[config.mk]
export PLATFORM = sky130hd
export DESIGN_NAME = pipeline_ifp_stage2_flat
export DESIGN_NICKNAME = d
export VERILOG_FILES = /design/src/rtl/pipeline_ifp_stage2_pkg.sv /design/src/rtl/pipeline_ifp_stage2_if.sv /design/src/rtl/pipeline_ifp_stage2_word_sel.sv /design/src/rtl/pipeline_ifp_stage2.sv /design/src/flat_wrapper.sv
export SDC_FILE = /design/constraint.sdc
export NUM_CORES = 1
export LEC_CHECK = 0
export CORE_ASPECT_RATIO = 1.4
export CORE_MARGIN = 3
export CORE_UTILIZATION = 45
export CTS_CLUSTER_SIZE = 40
export DETAILED_ROUTE_END_ITERATION = 10
export PLACE_DENSITY = 0.78
export SLEW_MARGIN = 20
export SYNTH_ARGS = -nofsm -noshare
export SYNTH_HDL_FRONTEND = slang
export SYNTH_SLANG_ARGS = --single-unit
[constraint.sdc]
create_clock -name clk -period 11.18 [get_ports clk]
set_input_delay 3.354 -clock clk [delete_from_list [all_inputs] [get_ports clk]]
set_output_delay 3.354 -clock clk [all_outputs]
set_load 0.03 [all_outputs]
[src/rtl/pipeline_ifp_stage2_pkg.sv]
// Shared types and constants for the second fetch stage (instruction return path).
// DRAM_BASE_ADDR normally comes from the global defines file; the guard keeps that copy authoritative.
`ifndef DRAM_BASE_ADDR
`define DRAM_BASE_ADDR 64'h0000_0000_8000_0000
`endif

package pipeline_ifp_stage2_pkg;

   localparam int XLEN                 = 64;
   localparam int ILEN                 = 32;
   localparam int DRAM_TIMEOUT_DEFAULT = 255;

   localparam logic [ILEN-1:0] NOP_INST = 32'h0000_0013;

   typedef enum logic [1:0] {
      RUN,
      DRAM_WAIT,
      FLUSH_DRAIN
   } fetch_state_e;

   typedef struct packed {
      logic [XLEN-1:0] pc;
      logic [ILEN-1:0] inst;
      logic            valid;
      logic            misalign;
   } fetch_out_t;

   function automatic fetch_out_t make_out(input logic [XLEN-1:0] pc,
                                           input logic [ILEN-1:0] inst,
                                           input logic            misalign);
      fetch_out_t o;
      o.pc       = pc;
      o.inst     = inst;
      o.valid    = 1'b1;
      o.misalign = misalign;
      return o;
   endfunction

endpackage

[src/rtl/pipeline_ifp_stage2_if.sv]
// Fetch-side bus: PC and read data in from the address stage/memories, IF/ID triple out.
interface pipeline_ifp_stage2_if;
   import pipeline_ifp_stage2_pkg::*;

   logic [XLEN-1:0] pc_IFP;
   logic [ILEN-1:0] rom_data;
   logic [63:0]     dram_data;
   logic            dram_rvalid;

   logic [XLEN-1:0] pc_IF;
   logic [ILEN-1:0] inst_IF;
   logic            valid_IF;
   logic            fetch_misalign;

   modport master (
      output pc_IFP, rom_data, dram_data, dram_rvalid,
      input  pc_IF, inst_IF, valid_IF, fetch_misalign
   );

   modport slave (
      input  pc_IFP, rom_data, dram_data, dram_rvalid,
      output pc_IF, inst_IF, valid_IF, fetch_misalign
   );
endinterface

[src/rtl/pipeline_ifp_stage2_word_sel.sv]
// Picks the 32-bit word out of a 64-bit DRAM beat and flags non-word-aligned addresses.
module fetch_word_sel
   import pipeline_ifp_stage2_pkg::*;
(
   input  logic [2:0]      addr_lo,
   input  logic [63:0]     beat,
   output logic [ILEN-1:0] word,
   output logic            misalign
);

   assign word     = addr_lo[2] ? beat[63:32] : beat[31:0];
   assign misalign = (addr_lo[1:0] != 2'b00);

endmodule

[src/rtl/pipeline_ifp_stage2.sv]
// Fetch stage 2: returns the instruction for pc_IFP from ROM or DRAM, tracks
// outstanding DRAM beats across stalls and flushes, and drives the IF/ID outputs.
module pipeline_ifp_stage2
   import pipeline_ifp_stage2_pkg::*;
#(
   parameter int DRAM_TIMEOUT = DRAM_TIMEOUT_DEFAULT
) (
   input  logic                  clk,
   input  logic                  reset,
   input  logic                  stall,
   input  logic                  branch_taken,
   pipeline_ifp_stage2_if.slave  fif,
   output logic                  fetch_busy,
   output logic                  fetch_fault
);

   localparam int CNT_W = $clog2(DRAM_TIMEOUT + 1);

   fetch_state_e    state_q, state_d;
   logic [CNT_W-1:0] cnt_q, cnt_d, cnt_inc;
   fetch_out_t      out_q, out_d;
   logic [ILEN-1:0] hold_q, hold_d;
   logic            hold_v_q, hold_v_d;
   logic            fault_d;

   logic [ILEN-1:0] dram_word;
   logic            misalign;
   logic            is_dram;
   logic            cap_en;
   logic            timeout;
   logic            owed;

   fetch_word_sel u_word_sel (
      .addr_lo  (fif.pc_IFP[2:0]),
      .beat     (fif.dram_data),
      .word     (dram_word),
      .misalign (misalign)
   );

   assign is_dram = (fif.pc_IFP >= `DRAM_BASE_ADDR);
   assign cap_en  = !stall && !branch_taken;
   assign cnt_inc = cnt_q + CNT_W'(1);
   assign timeout = (cnt_inc == CNT_W'(DRAM_TIMEOUT));

   always_comb begin
      // NOTE: every output of this block gets a default first so no path infers a latch.
      state_d    = state_q;
      cnt_d      = cnt_q;
      out_d      = out_q;
      hold_d     = hold_q;
      hold_v_d   = hold_v_q;
      fault_d    = fetch_fault;
      fetch_busy = 1'b0;
      owed       = 1'b0;

      unique case (state_q)
         RUN: begin
            if (misalign) begin
               if (cap_en) out_d = make_out(fif.pc_IFP, NOP_INST, 1'b1);
            end else if (!is_dram) begin
               if (cap_en) out_d = make_out(fif.pc_IFP, fif.rom_data, 1'b0);
            end else if (fif.dram_rvalid) begin
               if (cap_en) out_d = make_out(fif.pc_IFP, dram_word, 1'b0);
            end else begin
               fetch_busy = 1'b1;
               owed       = 1'b1;
               state_d    = DRAM_WAIT;
               cnt_d      = CNT_W'(1);
            end
         end

         DRAM_WAIT: begin
            if (hold_v_q) begin
               if (cap_en) begin
                  out_d    = make_out(fif.pc_IFP, hold_q, 1'b0);
                  hold_v_d = 1'b0;
                  state_d  = RUN;
               end
            end else if (fif.dram_rvalid) begin
               if (cap_en) begin
                  out_d   = make_out(fif.pc_IFP, dram_word, 1'b0);
                  state_d = RUN;
               end else begin
                  hold_d   = dram_word;
                  hold_v_d = 1'b1;
               end
            end else begin
               fetch_busy = 1'b1;
               owed       = 1'b1;
               if (timeout) begin
                  fault_d     = 1'b1;
                  out_d.valid = 1'b0;
                  state_d     = RUN;
                  cnt_d       = '0;
               end else begin
                  cnt_d = cnt_inc;
               end
            end
         end

         FLUSH_DRAIN: begin
            if (fif.dram_rvalid) begin
               // Stale beat is dropped; the PC now presented is handled as in RUN.
               if (is_dram && !misalign) begin
                  fetch_busy = 1'b1;
                  owed       = 1'b1;
                  state_d    = DRAM_WAIT;
                  cnt_d      = CNT_W'(1);
               end else begin
                  state_d = RUN;
                  if (cap_en)
                     out_d = make_out(fif.pc_IFP, misalign ? NOP_INST : fif.rom_data, misalign);
               end
            end else begin
               fetch_busy = 1'b1;
               owed       = 1'b1;
               if (timeout) begin
                  fault_d = 1'b1;
                  state_d = RUN;
                  cnt_d   = '0;
               end else begin
                  cnt_d = cnt_inc;
               end
            end
         end

         default: state_d = RUN;
      endcase

      // Flush wins over stall, capture and timeout; only an unreturned beat forces a drain.
      if (branch_taken) begin
         out_d.valid    = 1'b0;
         out_d.inst     = NOP_INST;
         out_d.misalign = 1'b0;
         out_d.pc       = out_q.pc;
         hold_v_d       = 1'b0;
         fault_d        = fetch_fault;
         state_d        = owed ? FLUSH_DRAIN : RUN;
         cnt_d          = owed ? CNT_W'(1) : '0;
      end

      if (reset) fetch_busy = 1'b0;
   end

   always_ff @(posedge clk or posedge reset) begin
      if (reset) begin
         state_q     <= RUN;
         cnt_q       <= '0;
         out_q       <= '{pc: '0, inst: NOP_INST, valid: 1'b0, misalign: 1'b0};
         // NOTE: the hold word is reset too; it is a single register, and a known value keeps reset state deterministic.
         hold_q      <= '0;
         hold_v_q    <= 1'b0;
         fetch_fault <= 1'b0;
      end else begin
         // NOTE: non-blocking assignments so every register samples the pre-edge next-state values.
         state_q     <= state_d;
         cnt_q       <= cnt_d;
         out_q       <= out_d;
         hold_q      <= hold_d;
         hold_v_q    <= hold_v_d;
         fetch_fault <= fault_d;
      end
   end

   assign fif.pc_IF          = out_q.pc;
   assign fif.inst_IF        = out_q.inst;
   assign fif.valid_IF       = out_q.valid;
   assign fif.fetch_misalign = out_q.misalign;

endmodule

[src/flat_wrapper.sv]
// flat-port wrapper written by rule: the top's interface ports become plain ports
module pipeline_ifp_stage2_flat import pipeline_ifp_stage2_pkg::*;
#(
   parameter int DRAM_TIMEOUT = DRAM_TIMEOUT_DEFAULT
)
  (clk, reset, stall, branch_taken, fetch_busy, fetch_fault, fif_pc_IFP, fif_rom_data, fif_dram_data, fif_dram_rvalid, fif_pc_IF, fif_inst_IF, fif_valid_IF, fif_fetch_misalign);
  pipeline_ifp_stage2_if fif_i ();
  input  logic clk;
  input  logic reset;
  input  logic stall;
  input  logic branch_taken;
  output logic fetch_busy;
  output logic fetch_fault;
  input wire logic [$bits(fif_i.pc_IFP)-1:0] fif_pc_IFP;
  input wire logic [$bits(fif_i.rom_data)-1:0] fif_rom_data;
  input wire logic [$bits(fif_i.dram_data)-1:0] fif_dram_data;
  input wire logic [$bits(fif_i.dram_rvalid)-1:0] fif_dram_rvalid;
  output wire logic [$bits(fif_i.pc_IF)-1:0] fif_pc_IF;
  output wire logic [$bits(fif_i.inst_IF)-1:0] fif_inst_IF;
  output wire logic [$bits(fif_i.valid_IF)-1:0] fif_valid_IF;
  output wire logic [$bits(fif_i.fetch_misalign)-1:0] fif_fetch_misalign;
  assign fif_i.pc_IFP = fif_pc_IFP;
  assign fif_i.rom_data = fif_rom_data;
  assign fif_i.dram_data = fif_dram_data;
  assign fif_i.dram_rvalid = fif_dram_rvalid;
  assign fif_pc_IF = fif_i.pc_IF;
  assign fif_inst_IF = fif_i.inst_IF;
  assign fif_valid_IF = fif_i.valid_IF;
  assign fif_fetch_misalign = fif_i.fetch_misalign;
  pipeline_ifp_stage2 #(.DRAM_TIMEOUT(DRAM_TIMEOUT)) u_core (.clk(clk), .reset(reset), .stall(stall), .branch_taken(branch_taken), .fif(fif_i), .fetch_busy(fetch_busy), .fetch_fault(fetch_fault));
endmodule
==> ci_impl_report.md, run 1 <==
### Yosys + OpenROAD results

| Metric | Value |
|---|---|
| Status | complete, no violations |
| R2R setup slack | 7.31 ns |
| Total power | 0.00313 W |
| Number of enable flip-flop cells | 0 |
| Fmax | 105 MHz |
| Clock Tree Root | clkbuf_16 |
| Critical Path Start Type | input pin |
| Commonest flop | dfrtp_1 |
| Clk. pwr | 0.000595 W |
| RSZ-0062 raised after global routing | no |
| Top Consumer | combinational logic |
| Final WS setup | 1.62 ns |
| DIE HEIGHT | 166 microns |
| Worst EP required | 7.83 ns |
| Initial antenna violation count | 1 |
| Worst Path Arrival | 6.21 ns |
| Via Count | 7993 |
| Setup CP Type | input pin to output pin |
| Largest net degree at the start of global routing | 82 |
| Dominant cell area share | 42.4% |
| Fp_density | 46.6% |
| Final number of hold-violating endpoints | 0 |
| Leading cell kind | logic gates |
| Worst Tran Pin Value | 1.03 ns |
| CP cell instances | clkdlybuf4s50_1 > nor4_2 > nand4_2 > o31ai_2 > buf_4 > a21boi_0 > o311a_1 > clkdlybuf4s50_1 |
| Total Wirelength | 26600 microns |
| Clk slew on worst S/H paths | 0.06 ns |
| Max FFs per register | 64 |
| CTS buffer count | 17 |
| Crit path max-delay family | buffers and inverters |
| Clk_skew | 0.0127 ns |
| Setup violations, final | 0 |
| Top non-seq family | AND-OR/OR-AND gates |
| PD cells | 271 nW/um^2 |
| Drt pass-1 iters | 5 |
| Area leader, netlist | dfrtp_1 |
| M1 WL | 10300 microns |
| Beginning of the worst register-to-register path | u_core.state_q[0]$_DFFE_PP0P_ |
| Worst Reg-to-Reg Cells | 8 |
| Top-count cell post-synth | dfrtp_1 |
| Chip area | 19900 sq um |
| Synth Seq Share | 43.4% |
| Power share of the clock group | 19.0% |
| Core ar. | 17600 sq um |
| Syn Area/Cell | 9.43 sq um |
Run 1, port wiring:
Drawn at 2 px/micron.
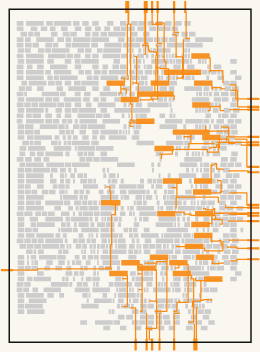
Orange is `fif_inst_IF`, direction output, edge 16 right, 8 top, 7 bottom, 1 left, end cells 32, buffers 32, wire 1430 microns.
IO Port Bufs: 264
Top Ports: 265

Run 1, register map, names as in the netlist:
Drawn at 2 px/micron.
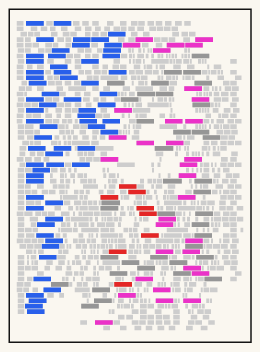
Red is `u_core.cnt_q`, placed flops 8, where centre. Magenta is `u_core.hold_q`, placed flops 32. Blue is `u_core.fif.pc_IF`, placed flops 64.
FF+latch area: 3560 sq um
fin util: 65.6%
P_seq: 0.000888 W
fraction of area in registers: 30.8%

Run 1, gate families picked out:
Drawn at 3 px/micron.
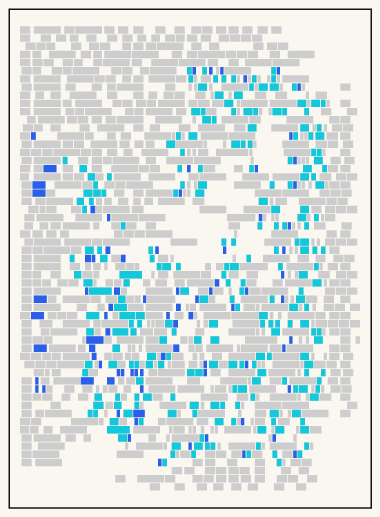
Cyan is inverting AOI/OAI gates, cells 228. Blue is NOR gates, cells 82.
Non-Filler Instances: 1339
most numerous logic cell after layout: clkdlybuf4s50_1
combinational fraction of the cell area: 36.2%

Run 1, the clock network:
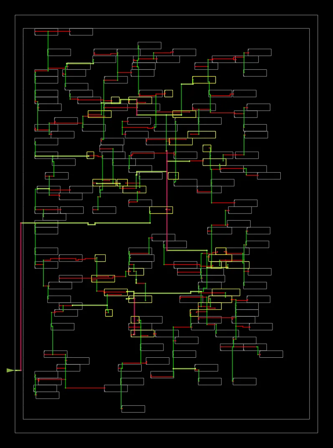
number of clock buffers in the layout: 17
CTS sink cnt: 142

Run 1, placement density heat map:
Drawn at 1.5 px/micron. The die is cut into 12 by 17 equal tiles; dark purple is low, yellow is high, 0 to 100% covered.
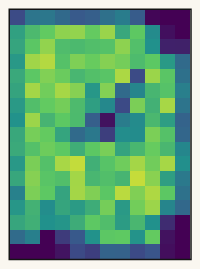

## Run 2: what changed since run 1
CORE_UTILIZATION = 50   (was 45)
DONT_BUFFER_PORTS = 1   (was unset)
PLACE_DENSITY = unset   (was 0.78)
Run 2, placement density heat map:
Drawn at 2 px/micron. The die is cut into 11 by 16 equal tiles; dark purple is low, yellow is high, 0 to 100% covered.
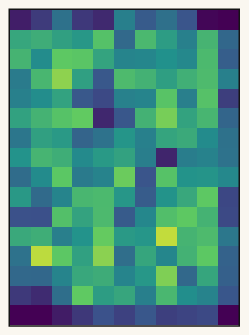
2.8% of the tiles are nearly empty. The emptiest ninth of the die: lower left. The mean over all tiles is 48%. The fullest tile reaches 91%.
Core ar.: 15800 sq um
fp_density: 51.9%

Run 2, gate families picked out:
Drawn at 3 px/micron.
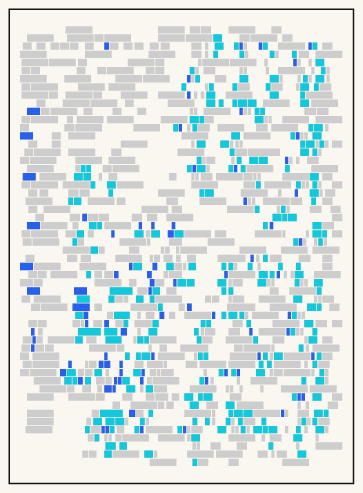
Cyan is inverting AOI/OAI gates, cells 228, where all over the die. Blue is NOR gates, cells 82.
most numerous logic cell after layout: dfrtp_1
Non-Filler Instances: 1032

==> run 2 against run 1 <==
  * Clock power shrank 5.9%
  * Critical path depth decreased by 3
  * Via count is 13% lower
  * Largest power group is now sequential cells
  * Fmax increased by 6.1%
==> ci_impl_report.md, run 2 <==
### Yosys + OpenROAD results

| Metric | Value |
|---|---|
| Clk slew on worst S/H paths | 0.06 ns |
| RSZ-0062 raised after global routing | no |
| DIE HEIGHT | 158 microns |
| Clock Tree Root | clkbuf_16 |
| Worst Tran Pin Value | 0.959 ns |
| Largest net degree at the start of global routing | 79 |
| Top Consumer | sequential cells |
| Setup violations, final | 0 |
| Status | complete, no violations |
| CP cell instances | nor4_2 > nand4_2 > o31ai_2 > a21boi_0 > o311a_1 |
| Clk. pwr | 0.000560 W |
| P&R area growth vs syn | 7.30% |
| OpenROAD warnings | 30 |
| Critical Path Start Type | input pin |
| Max FFs per register | 64 |
| R2R setup slack | 7.77 ns |
| Drt pass-1 iters | 5 |
| Worst Reg-to-Reg Cells | 8 |
| Commonest flop | dfrtp_1 |
| Top non-seq family | AND-OR/OR-AND gates |
| Mi-comb count | 609 |
| Initial antenna violation count | 0 |
| Area leader, netlist | dfrtp_1 |
| Final WS setup | 2.17 ns |
| Combinational fraction of the cell area | 47.4% |
| M1 WL | 9210 microns |
| Crit path to | fetch_busy |
| Number of clock buffers in the layout | 17 |
| Hold_sp | u_core.hold_q[24]$_DFFE_PP0P_ |
| Number of enable flip-flop cells | 0 |
| IO Port Bufs | 0 |
| Beginning of the worst register-to-register path | u_core.state_q[0]$_DFFE_PP0P_ |
| Crit path max-delay family | AND-OR/OR-AND gates |
| PD cells | 312 nW/um^2 |
| Leading cell kind | logic gates |
| Synth Seq Share | 43.4% |
| Total Wirelength | 24500 microns |
| Dominant cell area share | 42.4% |
| Chip area | 18000 sq um |
| FF+latch area | 3560 sq um |
| Final number of hold-violating endpoints | 0 |
| Clk_skew | 0.0115 ns |
| Syn Area/Cell | 9.43 sq um |
| Via Count | 6925 |
| CTS sink cnt | 142 |
| Setup CP Type | input pin to output pin |
Run 2, register map, names as in the netlist:
Drawn at 2 px/micron.
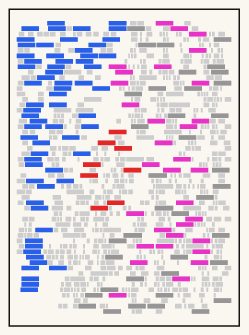
Magenta is `u_core.hold_q`, placed flops 32. Blue is `u_core.fif.pc_IF`, placed flops 64. Red is `u_core.cnt_q`, placed flops 8, where centre.
fin util: 55.7%
P_seq: 0.00121 W
fraction of area in registers: 40.4%

Run 2, port wiring:
Drawn at 2 px/micron.
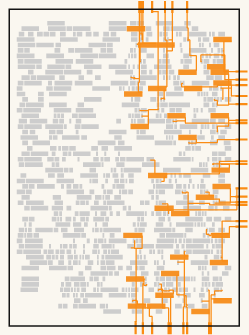

## Run 3: what changed since run 2
clock period = 8.3 ns   (was 11.18 ns; I/O delays follow)
Run 3, port wiring:
Drawn at 2 px/micron.
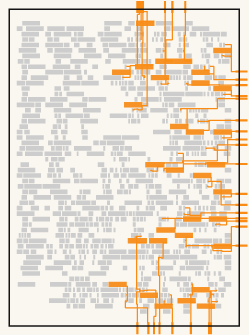
Orange is `fif_inst_IF`, direction output, edge 17 right, 8 bottom, 7 top, end cells 32, buffers 0, wire 1040 microns.
IO Port Bufs: 0

Run 3, placement density heat map:
Drawn at 2 px/micron. The die is cut into 11 by 16 equal tiles; dark purple is low, yellow is high, 0 to 100% covered.
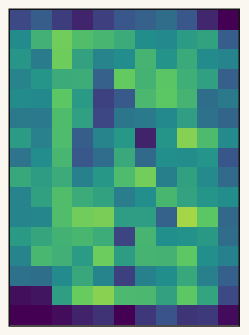
2.3% of the tiles are nearly empty. The fullest tile reaches 86%. 6.2% of the tiles are over 75% full. The mean over all tiles is 48%.
fin util: 55.8%

Run 3, register map, names as in the netlist:
Drawn at 2 px/micron.
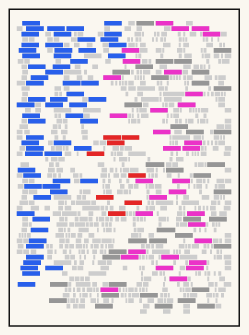
Red is `u_core.cnt_q`, placed flops 8, where centre. Blue is `u_core.fif.pc_IF`, placed flops 64. Magenta is `u_core.hold_q`, placed flops 32.
Another 38 sequential cells are not coloured.
fraction of area in registers: 40.3%
P_seq: 0.00164 W

==> run 3 against run 2 <==
  * Area after synthesis did not move
  * Critical endpoint unchanged
  * First-iteration DRC count rose by 4.9%
  * Combinational power rose by 35%
  * Utilization rose by 0.087 points
  * Largest power group unchanged
==> ci_impl_report.md, run 3 <==
### Yosys + OpenROAD results

| Metric | Value |
|---|---|
| Top Ports | 265 |
| Total power | 0.00370 W |
| CTS buffer count | 17 |
| CP cell instances | nor4_2 > nand4_2 > o31ai_2 > a21boi_0 > o311a_1 |
| M1 WL | 9610 microns |
| Largest net degree at the start of global routing | 78 |
| Fmax | 152 MHz |
| Final number of hold-violating endpoints | 0 |
| Number of clock buffers in the layout | 17 |
| DIE HEIGHT | 158 microns |
| Crit path to | fetch_busy |
| Setup violations, final | 0 |
| Clk. pwr | 0.000747 W |
| Mi-comb count | 609 |
| Hold_sp | u_core.hold_q[25]$_DFFE_PP0P_ |
| Fill count | 1405 |
| Core ar. | 15800 sq um |
| Max FFs per register | 64 |
| Most numerous logic cell after layout | dfrtp_1 |
| Beginning of the worst register-to-register path | u_core.state_q[0]$_DFFE_PP0P_ |
| FF+latch area | 3560 sq um |
| Worst Tran Pin Value | 0.964 ns |
| Top-count cell post-synth | dfrtp_1 |
| Min-delay worst type | register to register |
| RSZ-0062 raised after global routing | no |
| Critical Path Start Type | input pin |
| Initial antenna violation count | 0 |
| Worst EP required | 5.81 ns |
| Via Count | 6969 |
| Non-Filler Instances | 1035 |
| Crit path max-delay family | AND-OR/OR-AND gates |
| Worst Path Arrival | 4.11 ns |
| CTS sink cnt | 142 |
| Chip area | 18000 sq um |
| Worst Reg-to-Reg Cells | 8 |
| Dominant cell area share | 42.4% |
| Clk_skew | 0.0144 ns |
| Area leader, netlist | dfrtp_1 |
| OpenROAD warnings | 30 |
| Combinational fraction of the cell area | 47.3% |
| Status | complete, no violations |
| Clk slew on worst S/H paths | 0.06 ns |
| Syn Area/Cell | 9.43 sq um |
| R2R setup slack | 4.89 ns |
| Power share of the clock group | 20.2% |
| Total Wirelength | 24600 microns |
| Number of enable flip-flop cells | 0 |
Power and IR drop assume default switching activity.
